## config.mk

```make
export PLATFORM = sky130hd
export DESIGN_NAME = dsn_neuron_sched
export DESIGN_NICKNAME = d
export VERILOG_FILES = /design/src/rtl/dsn_neuron_sched.sv
export SDC_FILE = /design/constraint.sdc
export NUM_CORES = 1
export LEC_CHECK = 0
export CAP_MARGIN = 15
export CORE_MARGIN = 4
export CORE_UTILIZATION = 52
export DETAILED_ROUTE_END_ITERATION = 10
export MAX_ROUTING_LAYER = met4
export PLACE_DENSITY = 0.77
export SYNTH_ARGS = -nofsm -noshare
export SYNTH_HDL_FRONTEND = slang
export SYNTH_SLANG_ARGS = --single-unit
```

## constraint.sdc

```tcl
create_clock -name clock -period 5.8 [get_ports clock]
set_input_delay 0.87 -clock clock [delete_from_list [all_inputs] [get_ports clock]]
set_output_delay 0.87 -clock clock [all_outputs]
set_load 0.005 [all_outputs]
```

## src/rtl/dsn_neuron_sched.sv

```systemverilog
// dsn_neuron_sched: one shared integrate/leak/fire datapath time-multiplexed
// across NUM_NEURONS virtual neurons. Synaptic events and periodic leak sweeps
// compete for the datapath. Leak sweeps always win over events.
module dsn_neuron_sched #(
  parameter int NUM_NEURONS = 4,
  parameter int VW          = 13,   // must be > WW
  parameter int WW          = 8,
  localparam int IW         = $clog2(NUM_NEURONS)
) (
  input  logic          clock,
  input  logic          reset,
  input  logic [VW-1:0] vth,
  input  logic [WW-1:0] leak,
  input  logic          ev_valid,
  output logic          ev_ready,
  input  logic [IW-1:0] ev_idx,
  input  logic [WW-1:0] ev_weight,
  input  logic          leak_tick,
  output logic          spike,
  output logic [IW-1:0] spike_idx,
  output logic [VW-1:0] vfire,
  output logic          busy,
  output logic          leak_overrun,
  output logic [7:0]    sweep_count
);

  typedef enum logic [1:0] {IDLE, EV_UPD, LEAK} state_t;

  state_t        state;
  logic [VW-1:0] vmem [NUM_NEURONS];
  logic [IW-1:0] cur_idx;
  logic [WW-1:0] cur_weight;
  logic [IW-1:0] sweep_idx;
  logic          leak_pend;

  logic [VW:0]   sum_wide;
  logic [VW-1:0] sum_sat;
  logic [VW-1:0] leak_ext;
  logic [VW-1:0] leak_res;

  // Integrate and leak arithmetic for the neuron currently owning the datapath.
  // The extra sum bit catches overflow so the membrane saturates instead of wrapping.
  always_comb begin
    sum_wide = {1'b0, vmem[cur_idx]} + {{(VW + 1 - WW){1'b0}}, cur_weight};
    sum_sat  = sum_wide[VW] ? {VW{1'b1}} : sum_wide[VW-1:0];
    leak_ext = {{(VW - WW){1'b0}}, leak};
    leak_res = (vmem[sweep_idx] > leak_ext) ? (vmem[sweep_idx] - leak_ext) : '0;
  end

  // Events are refused while a tick is arriving or waiting, so leak keeps priority.
  assign ev_ready = (state == IDLE) && !leak_pend && !leak_tick;
  assign busy     = (state != IDLE);

  // Scheduler: arbitration, shared update sequencing and registered spike outputs.
  always_ff @(posedge clock or posedge reset) begin
    if (reset) begin
      state        <= IDLE;
      for (int i = 0; i < NUM_NEURONS; i++) vmem[i] <= '0;
      cur_idx      <= '0;
      cur_weight   <= '0;
      sweep_idx    <= '0;
      leak_pend    <= 1'b0;
      leak_overrun <= 1'b0;
      sweep_count  <= '0;
      spike        <= 1'b0;
      spike_idx    <= '0;
      vfire        <= '0;
    end else begin
      spike <= 1'b0;

      // A tick arriving while busy is remembered once; a second one is lost.
      if (leak_tick && state != IDLE) begin
        if (leak_pend) leak_overrun <= 1'b1;
        else           leak_pend    <= 1'b1;
      end

      case (state)
        IDLE: begin
          if (leak_tick || leak_pend) begin
            state     <= LEAK;
            sweep_idx <= '0;
            leak_pend <= 1'b0;
          end else if (ev_valid && ev_ready) begin
            cur_idx    <= ev_idx;
            cur_weight <= ev_weight;
            state      <= EV_UPD;
          end
        end
        EV_UPD: begin
          // Potential reported on a fire is the pre-reset (saturated) sum.
          if (sum_sat >= vth) begin
            spike         <= 1'b1;
            spike_idx     <= cur_idx;
            vfire         <= sum_sat;
            vmem[cur_idx] <= '0;
          end else begin
            vmem[cur_idx] <= sum_sat;
          end
          state <= IDLE;
        end
        LEAK: begin
          vmem[sweep_idx] <= leak_res;
          if (sweep_idx == IW'(NUM_NEURONS - 1)) begin
            state       <= IDLE;
            sweep_count <= sweep_count + 8'd1;
          end else begin
            sweep_idx <= sweep_idx + 1'b1;
          end
        end
        default: state <= IDLE;
      endcase
    end
  end

endmodule

```

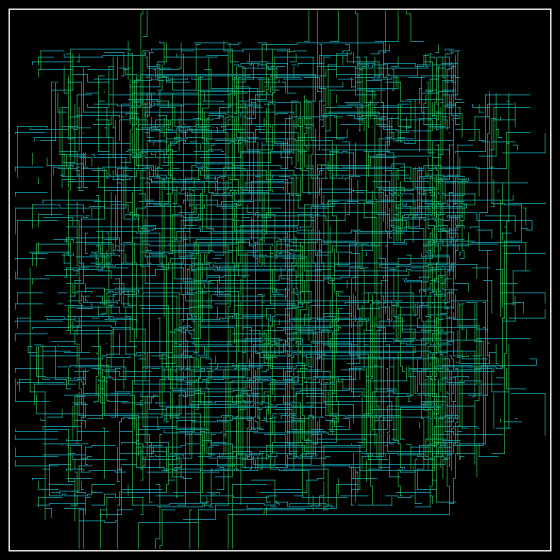
(signal wires by layer)
Two of the layers only.
layer	color	wire length
metal 1	cyan	8,260 µm
metal 2	green	8,810 µm

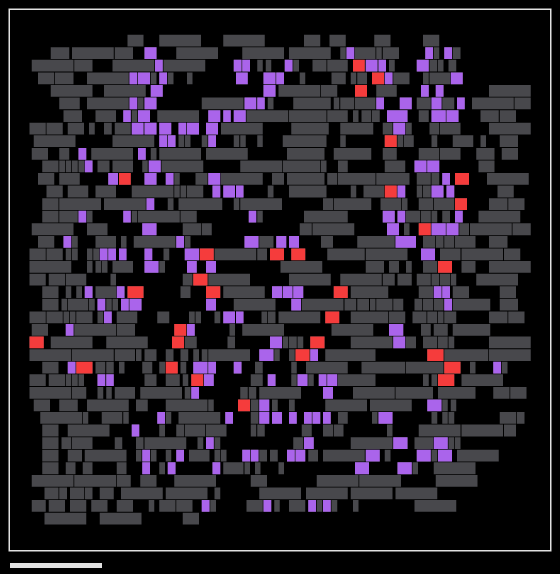
(logic cells by family)
The bar under the picture is 20 µm long.
family	color	cells
aoi and oai cells	purple	163
non-inverting ao/oa cells	red	30
non-filler instance count after layout: 845
logic gate fraction of the total cell area: 49.2%
Commonest Layout Cell: sky130_fd_sc_hd__dfrtp_1

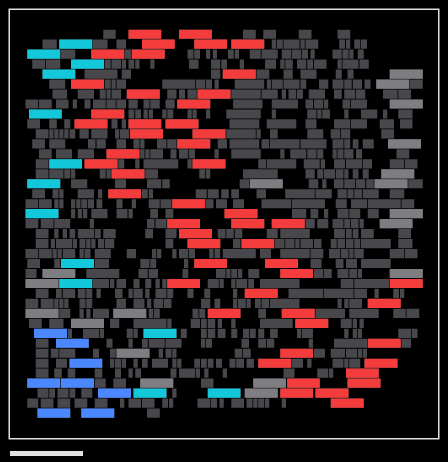
(sequential cells grouped by signal name)
The bar under the picture is 20 µm long. Other sequential cells in the stronger gray, the rest of the logic in the fainter gray.
name in the netlist	color	placed flops
sweep_count	blue	8
vfire	cyan	13
vmem	red	52
register area: 2300 µm²
final core utilization: 63.0%
share of the final layout cell area in sequential cells: 31.7%

==> out/notes.md <==
## Status
- run status: completed

## Synth
- total cells reported by yosys after synthesis: 634
- cell type with the largest total area: sky130_fd_sc_hd__dfrtp_1
- most popular library cell in the synthesized design by count: sky130_fd_sc_hd__dfrtp_1
- top flip-flop cell by instance count after synthesis: sky130_fd_sc_hd__dfrtp_1
- ranking of synthesized cells by area: sky130_fd_sc_hd__dfrtp_1, sky130_fd_sc_hd__ha_1, sky130_fd_sc_hd__mux4_2, sky130_fd_sc_hd__o21ai_0, sky130_fd_sc_hd__nand2_1
- instance tally after logic synthesis: 634
- share of async-settable or async-resettable flops after synthesis: 100%
- Syn. warnings: 0
- cell types with the highest counts after synthesis: sky130_fd_sc_hd__dfrtp_1, sky130_fd_sc_hd__nand2_1, sky130_fd_sc_hd__o21ai_0
- count of state elements after synthesis: 92
- share of the synthesized area in the top cell type: 37.4%
- Synth Cell Area: 6150 µm²

## Routing
- tally of nets with antenna violations remaining after routing: 0
- total via count in the routed design: 5,504
- DRC violation total after the first TritonRoute iteration: 557
- DRC violation count after routing: 0
- Routed WL per cell: 22.7 µm

## Global route
- GRT Total Usage: 30.4%
- global-route wire length before repair: 30,100 µm
- largest net degree at the start of global routing: 61
- residual overflow from global routing: 0
- initial antenna violation count: 0

## Clock tree
- library cell used as clock root buffer: sky130_fd_sc_hd__clkbuf_16
- Post-CTS Setup Repair Bufs: 0
- H-tree depth: 3
- # clock sinks: 92
- clock latency at the later pin of the worst-skew pair: 0.36 ns
- number of buffers added by the clock tree synthesis step: 9
- hold-fix buffer count after cts: 0

## Setup path
- Reg2Reg Launch Point: cur_idx[0]
- end of the critical path: vmem[11]
- Worst Path Class, Setup: register to register
- standard cell with the maximum stage delay on the critical path: sky130_fd_sc_hd__dfrtp_1
- slack of the worst reg-to-reg path: 0.43 ns
- cell family contributing the most delay on the critical path: AND-OR/OR-AND gates
- required time reported for the critical path endpoint: 6.08 ns
- most frequent CP cell: sky130_fd_sc_hd__a21oi_1
- number of buffer and inverter stages on the critical path: 0
- crit path from: cur_idx[0]
- delay of the slowest cell on the worst path: 0.66 ns
- category of the worst setup path launch point: register
- cells traversed along the worst timing path: mux4_2, ha_1, fa_1, a21oi_1, o211ai_1, a221oi_1, nor3_1, or3b_1, ha_1, a21oi_1, o21ai_0, a21oi_1, o211a_1, a21o_1, a21oi_1, a21oi_1
- reg2reg path depth: 16
- worst-path fanout max: 14

## Cells and area
- Largest area class, layout: combinational gates
- post-layout instance area: 7260 µm²
- clock buffer count: 9
- layout cell share with drive strength beyond 1: 11.8%
- Non-clock inverters: 45
- number of multi-input logic gates: 472
- Final non-clock buffer share: 10.1%
- number of flip-flops under the largest register name: 52
- non-clock buffer instance count of the final layout: 77
- diodes inserted: 0
- highest-count cells in the layout ignoring fill and taps: sky130_fd_sc_hd__dfrtp_1, sky130_fd_sc_hd__nand2_1, sky130_fd_sc_hd__clkdlybuf4s50_1, sky130_fd_sc_hd__o21ai_0, sky130_fd_sc_hd__inv_1

## Worst hold path
- startpoint of the most critical hold path: leak_overrun
- destination of the worst hold path: leak_overrun

## STA
- Hold Slack: 0.481 ns
- setup clock skew after layout: 0.0112 ns
- Setup TNS Final: 0 ns
- Final min period: 5.37 ns
- final setup fails: 0
- Slew Limit Fails: 0
- unrepaired setup endpoints after global routing: false
- number of failing hold endpoints at the final stage: 0
- max_slew headroom: 37.2%
- post-route setup slack: 0.433 ns

## Placed design
- placer congestion estimate: 0.961
- cell count after placement: 829
- Setup Slack @ Placement: 0.503 ns
- post-detailed-placement cell area: 6950 µm²
- count of input and output buffers: 61

## Floorplanning
- die footprint: 13,600 µm²
- site row count: 39
- die width: 117 µm
- height of the die: 117 µm
- IO Pins: 62

## Flow run
- Max-cap violations: 0
- total tool warning count: 31

==> metal layers <==
metal  track usage [%]  part of all wire [%]  up-vias  routed length (µm)
met3              7.40                   8.2       37                1580
li1                  -                     -     2472                   -
met1              41.6                    43     2716                8260
met2              44.2                    46      279                8810
met4              11.0                   2.6        0                 507
met5                 -                     0        -                   0
==> logic make-up after synthesis <==
| family | share of synthesized area (%) |
|---|---|
| fa+ha+maj | 8.18 |
| simple gates | 13.2 |
| flops | 37.4 |
| buf+inv | 4.54 |
| xor+xnor | 2.85 |
| compound gates | 20.6 |
| mux | 13.2 |
